**Nets reached from selected ports**

Drawn at 3 px/µm.
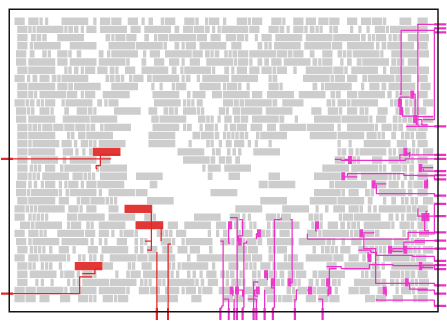
**Clock network drawn from the DEF**

Drawn at 2 px/µm.
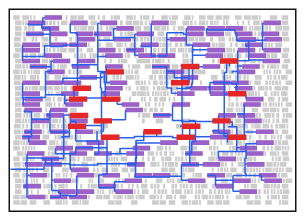
**Placement view**

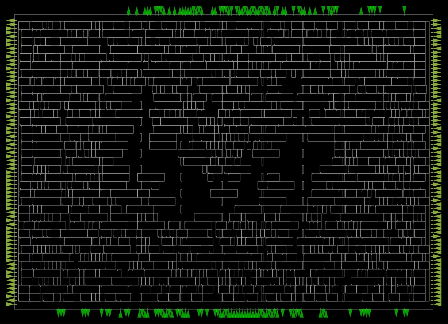
**Cell classes on the final placement**

Drawn at 2 px/µm.
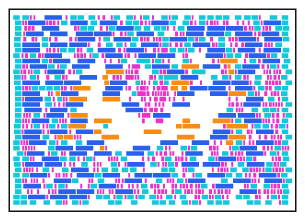
**Register map, names as in the netlist**

Drawn at 2 px/µm. Other sequential cells in the stronger grey, the rest of the logic in the fainter grey.
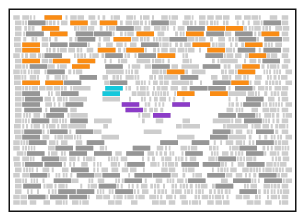
## config.mk

```make
export PLATFORM = sky130hd
export DESIGN_NAME = mem_port_arbiter
export DESIGN_NICKNAME = d
export VERILOG_FILES = /design/src/rtl/mem_port_arbiter_pkg.sv /design/src/rtl/mem_arb_starve_ctr.sv /design/src/rtl/mem_port_arbiter.sv
export SDC_FILE = /design/constraint.sdc
export NUM_CORES = 1
export LEC_CHECK = 0
export ABC_AREA = 1
export ABC_CLOCK_PERIOD_IN_PS = 3650
export CAP_MARGIN = 20
export CORE_ASPECT_RATIO = 0.7
export CORE_UTILIZATION = 45
export DETAILED_ROUTE_END_ITERATION = 8
export PLACE_DENSITY = 0.85
export REMOVE_ABC_BUFFERS = 1
export SLEW_MARGIN = 20
export SYNTH_ARGS = -nofsm -noshare
export SYNTH_HDL_FRONTEND = slang
export SYNTH_HIERARCHICAL = 1
export SYNTH_SLANG_ARGS = --single-unit
```

## constraint.sdc

```tcl
create_clock -name clk -period 3.65 [get_ports clk]
set_input_delay 1.095 -clock clk [delete_from_list [all_inputs] [get_ports clk]]
set_output_delay 1.095 -clock clk [all_outputs]
set_load 0.005 [all_outputs]
```

## src/rtl/mem_port_arbiter_pkg.sv

```systemverilog
// mem_port_arbiter_pkg
//   Shared definitions for the unified memory port arbiter: FSM state
//   encoding, default port widths and the starvation counter width.
package mem_port_arbiter_pkg;

  localparam int ARB_ADDR_W   = 32;
  localparam int ARB_DATA_W   = 32;
  // Wide enough for the largest allowed STARVE_LIMIT (15).
  localparam int STARVE_CNT_W = 4;

  typedef enum logic [1:0] {
    ARB_IDLE   = 2'd0,
    ARB_BUSY_I = 2'd1,
    ARB_BUSY_D = 2'd2
  } arb_state_t;

endpackage

```

## src/rtl/mem_arb_starve_ctr.sv

```systemverilog
// mem_arb_starve_ctr
//   Counts data grants made while a fetch is waiting and raises if_priority
//   once STARVE_LIMIT of them have gone by, so a held fetch cannot be
//   locked out by a stream of loads/stores.
// Ports:
//   clk, rst_n   clock, asynchronous active-low reset
//   idle         arbiter is in its arbitration state this cycle
//   if_req       fetch request (raw, before flush masking)
//   data_grant   a data access is granted this cycle
//   fetch_grant  a fetch is granted this cycle
//   if_priority  fetch must win the next contested arbitration
module mem_arb_starve_ctr
  import mem_port_arbiter_pkg::*;
#(
  parameter int STARVE_LIMIT = 4
) (
  input  logic clk,
  input  logic rst_n,
  input  logic idle,
  input  logic if_req,
  input  logic data_grant,
  input  logic fetch_grant,
  output logic if_priority
);

  localparam logic [STARVE_CNT_W-1:0] LIMIT = STARVE_CNT_W'(STARVE_LIMIT);

  logic [STARVE_CNT_W-1:0] starve_cnt;

  // Clearing wins over counting: an idle cycle without a fetch request means
  // nobody is starving, even if a data access is granted in that cycle.
  always_ff @(posedge clk or negedge rst_n) begin
    if (!rst_n) begin
      starve_cnt <= '0;
    end else if (fetch_grant || (idle && !if_req)) begin
      starve_cnt <= '0;
    end else if (data_grant && if_req && (starve_cnt != '1)) begin
      starve_cnt <= starve_cnt + 1'b1;
    end
  end

  assign if_priority = (starve_cnt >= LIMIT);

endmodule

```

## src/rtl/mem_port_arbiter.sv

```systemverilog
// mem_port_arbiter
//   Shares one memory port between instruction fetch (read-only) and the
//   MEM stage (loads/stores). One transaction is outstanding at a time; the
//   completing requester gets a one-cycle ready pulse with registered data.
//   The ready cycle is an arbitration cycle: requesters are expected to
//   present their next request (or drop req) in the cycle ready is high.
// Ports:
//   clk, rst_n                         clock, asynchronous active-low reset
//   if_req/if_addr/if_flush            fetch request, PC, redirect/cancel
//   if_ready/if_rdata/if_stall         fetch completion pulse, data, stall
//   d_req/d_we/d_addr/d_wdata/d_be     data request (load/store)
//   d_ready/d_rdata/d_stall            data completion pulse, data, stall
//   mem_req/mem_we/mem_addr/mem_wdata/mem_be  request to memory wrapper
//   mem_ready/mem_rdata                memory completion and read data
module mem_port_arbiter
  import mem_port_arbiter_pkg::*;
#(
  parameter int ADDR_W       = ARB_ADDR_W,
  parameter int DATA_W       = ARB_DATA_W,
  parameter int STARVE_LIMIT = 4
) (
  input  logic                clk,
  input  logic                rst_n,
  input  logic                if_req,
  input  logic [ADDR_W-1:0]   if_addr,
  input  logic                if_flush,
  output logic                if_ready,
  output logic [DATA_W-1:0]   if_rdata,
  output logic                if_stall,
  input  logic                d_req,
  input  logic                d_we,
  input  logic [ADDR_W-1:0]   d_addr,
  input  logic [DATA_W-1:0]   d_wdata,
  input  logic [DATA_W/8-1:0] d_be,
  output logic                d_ready,
  output logic [DATA_W-1:0]   d_rdata,
  output logic                d_stall,
  output logic                mem_req,
  output logic                mem_we,
  output logic [ADDR_W-1:0]   mem_addr,
  output logic [DATA_W-1:0]   mem_wdata,
  output logic [DATA_W/8-1:0] mem_be,
  input  logic                mem_ready,
  input  logic [DATA_W-1:0]   mem_rdata
);

  arb_state_t state, state_nxt;
  logic       kill;
  logic       idle;
  logic       fetch_elig;
  logic       if_priority;
  logic       data_win;
  logic       fetch_win;

  assign idle       = (state == ARB_IDLE);
  assign fetch_elig = if_req & ~if_flush;
  // Data goes first unless a fetch is eligible and has waited long enough.
  assign data_win   = idle & d_req & (~fetch_elig | ~if_priority);
  assign fetch_win  = idle & fetch_elig & ~data_win;

  mem_arb_starve_ctr #(
    .STARVE_LIMIT (STARVE_LIMIT)
  ) u_starve_ctr (
    .clk         (clk),
    .rst_n       (rst_n),
    .idle        (idle),
    .if_req      (if_req),
    .data_grant  (data_win),
    .fetch_grant (fetch_win),
    .if_priority (if_priority)
  );

  always_ff @(posedge clk or negedge rst_n) begin
    if (!rst_n) begin
      state <= ARB_IDLE;
    end else begin
      state <= state_nxt;
    end
  end

  always_comb begin
    state_nxt = state;
    case (state)
      ARB_IDLE: begin
        if (data_win) begin
          state_nxt = ARB_BUSY_D;
        end else if (fetch_win) begin
          state_nxt = ARB_BUSY_I;
        end
      end
      ARB_BUSY_I, ARB_BUSY_D: begin
        if (mem_ready) begin
          state_nxt = ARB_IDLE;
        end
      end
      default: state_nxt = ARB_IDLE;
    endcase
  end

  always_ff @(posedge clk or negedge rst_n) begin
    if (!rst_n) begin
      mem_req   <= 1'b0;
      mem_we    <= 1'b0;
      mem_addr  <= '0;
      mem_wdata <= '0;
      mem_be    <= '0;
      if_ready  <= 1'b0;
      d_ready   <= 1'b0;
      if_rdata  <= '0;
      d_rdata   <= '0;
      kill      <= 1'b0;
    end else begin
      if_ready <= 1'b0;
      d_ready  <= 1'b0;
      case (state)
        ARB_IDLE: begin
          if (data_win) begin
            mem_req   <= 1'b1;
            mem_we    <= d_we;
            mem_addr  <= d_addr;
            mem_wdata <= d_wdata;
            mem_be    <= d_be;
          end else if (fetch_win) begin
            mem_req  <= 1'b1;
            mem_we   <= 1'b0;
            mem_addr <= if_addr;
            mem_be   <= '1;
          end
        end
        ARB_BUSY_I: begin
          if (mem_ready) begin
            mem_req <= 1'b0;
            kill    <= 1'b0;
            // A redirect arriving in the completion cycle cancels it too.
            if (!kill && !if_flush) begin
              if_ready <= 1'b1;
              if_rdata <= mem_rdata;
            end
          end else if (if_flush) begin
            kill <= 1'b1;
          end
        end
        ARB_BUSY_D: begin
          if (mem_ready) begin
            mem_req <= 1'b0;
            d_ready <= 1'b1;
            d_rdata <= mem_rdata;
          end
        end
        default: mem_req <= 1'b0;
      endcase
    end
  end

  assign if_stall = if_req & ~if_ready;
  assign d_stall  = d_req & ~d_ready;

endmodule

```

==> flow report <==
STATUS
-----------------------------------------------------------------------
Status                                                     finished clean

DETAILED ROUTING
-----------------------------------------------------------------------
First-pass DRT Iterations                                             5

GLOBAL ROUTE
-----------------------------------------------------------------------
Largest net degree at the start of global routing                    74
Antenna violations before repair                                      0

HOLD PATH
-----------------------------------------------------------------------
Hold worst-path end                                              mem_we

CRITICAL PATH
-----------------------------------------------------------------------
Reg-to-Reg Start                                               state[0]
Largest incremental delay on the critical path                  0.50 ns

SYNTHESIS
-----------------------------------------------------------------------
Synthesized area per cell                                      8.19 µm²
XOR-XNOR Cells, Area Fraction                                        0%
Synth top area share                                              57.6%
Most common cell in the netlist                            sky130_fd_sc_hd__nand2_1
Commonest cells in the netlist                             284 x sky130_fd_sc_hd__nand2_1, 143 x sky130_fd_sc_hd__dfrtp_1, 123 x sky130_fd_sc_hd__inv_1, 70 x sky130_fd_sc_hd__nand3_1, 68 x sky130_fd_sc_hd__o21ai_0
Most common flop cell mapped by yosys                      sky130_fd_sc_hd__dfrtp_1

STA
-----------------------------------------------------------------------
Final-layout setup total negative slack                            0 ns
Count of final hold-check violations                                  0

LAYOUT
-----------------------------------------------------------------------
Seq. cell area                                              0.00358 mm²
Share of cell area taken by multi-input logic gates               20.1%
Most frequently placed logic cells in the final layout     283 x sky130_fd_sc_hd__nand2_1, 275 x sky130_fd_sc_hd__clkdlybuf4s50_1, 143 x sky130_fd_sc_hd__dfrtp_1, 123 x sky130_fd_sc_hd__inv_1, 69 x sky130_fd_sc_hd__nand3_1

FLOORPLAN
-----------------------------------------------------------------------
Fraction of the core area occupied by cells at floorplan          46.7%

CTS
-----------------------------------------------------------------------
Count of cells resized by post-cts repair                             0

PWR
-----------------------------------------------------------------------
Combinational-cell power consumption                            3.19 mW

Back to the opening pictures, 'nets reached from selected ports':
legend:
  d_addr:
    colour: magenta
    direction: input
    edge: 21 right, 11 bottom
    end_cells: 32
    buffers: 32
    wire: 811 µm
  mem_be:
    colour: red
    direction: output
    edge: 2 left, 2 bottom
    end_cells: 4
    buffers: 4
    wire: 150 µm
quantity of I/O buffers inserted on ports: 276
top-level port count: 277

Back to the opening pictures, 'clock network drawn from the DEF':
legend:
  clock wires:
    colour: blue
    length: 1680 µm
  flip-flops:
    colour: purple
    count: 143
  clock drivers:
    colour: red
    count: 17
flops lie: spread over the die
routed clock nets: 18
clock network power share: 22.2%
Clk power: 1.70 mW

Back to the opening pictures, 'placement view':
tap cell count: 185
post-route core utilization: 72.9%

Back to the opening pictures, 'cell classes on the final placement':
legend:
  clock drivers and dummy loads:
    colour: orange
    cells: 32
  flops:
    colour: blue
    cells: 143
  combinational and other logic:
    colour: magenta
    cells: 578
  other buffers and delay cells:
    colour: cyan
    cells: 287
Final Instance Area: 0.00971 mm²
Core Box Area: 0.0133 mm²
Rows: 35
Seq/total area: 36.9%

Back to the opening pictures, 'register map, names as in the netlist':
legend:
  u_starve_ctr/starve_cnt:
    colour: purple
    placed_flops: 4
    where: middle
  if_rdata:
    colour: orange
    placed_flops: 32
  state:
    colour: cyan
    placed_flops: 2
not coloured: 105

Power is estimated from default activity; no workload was simulated.
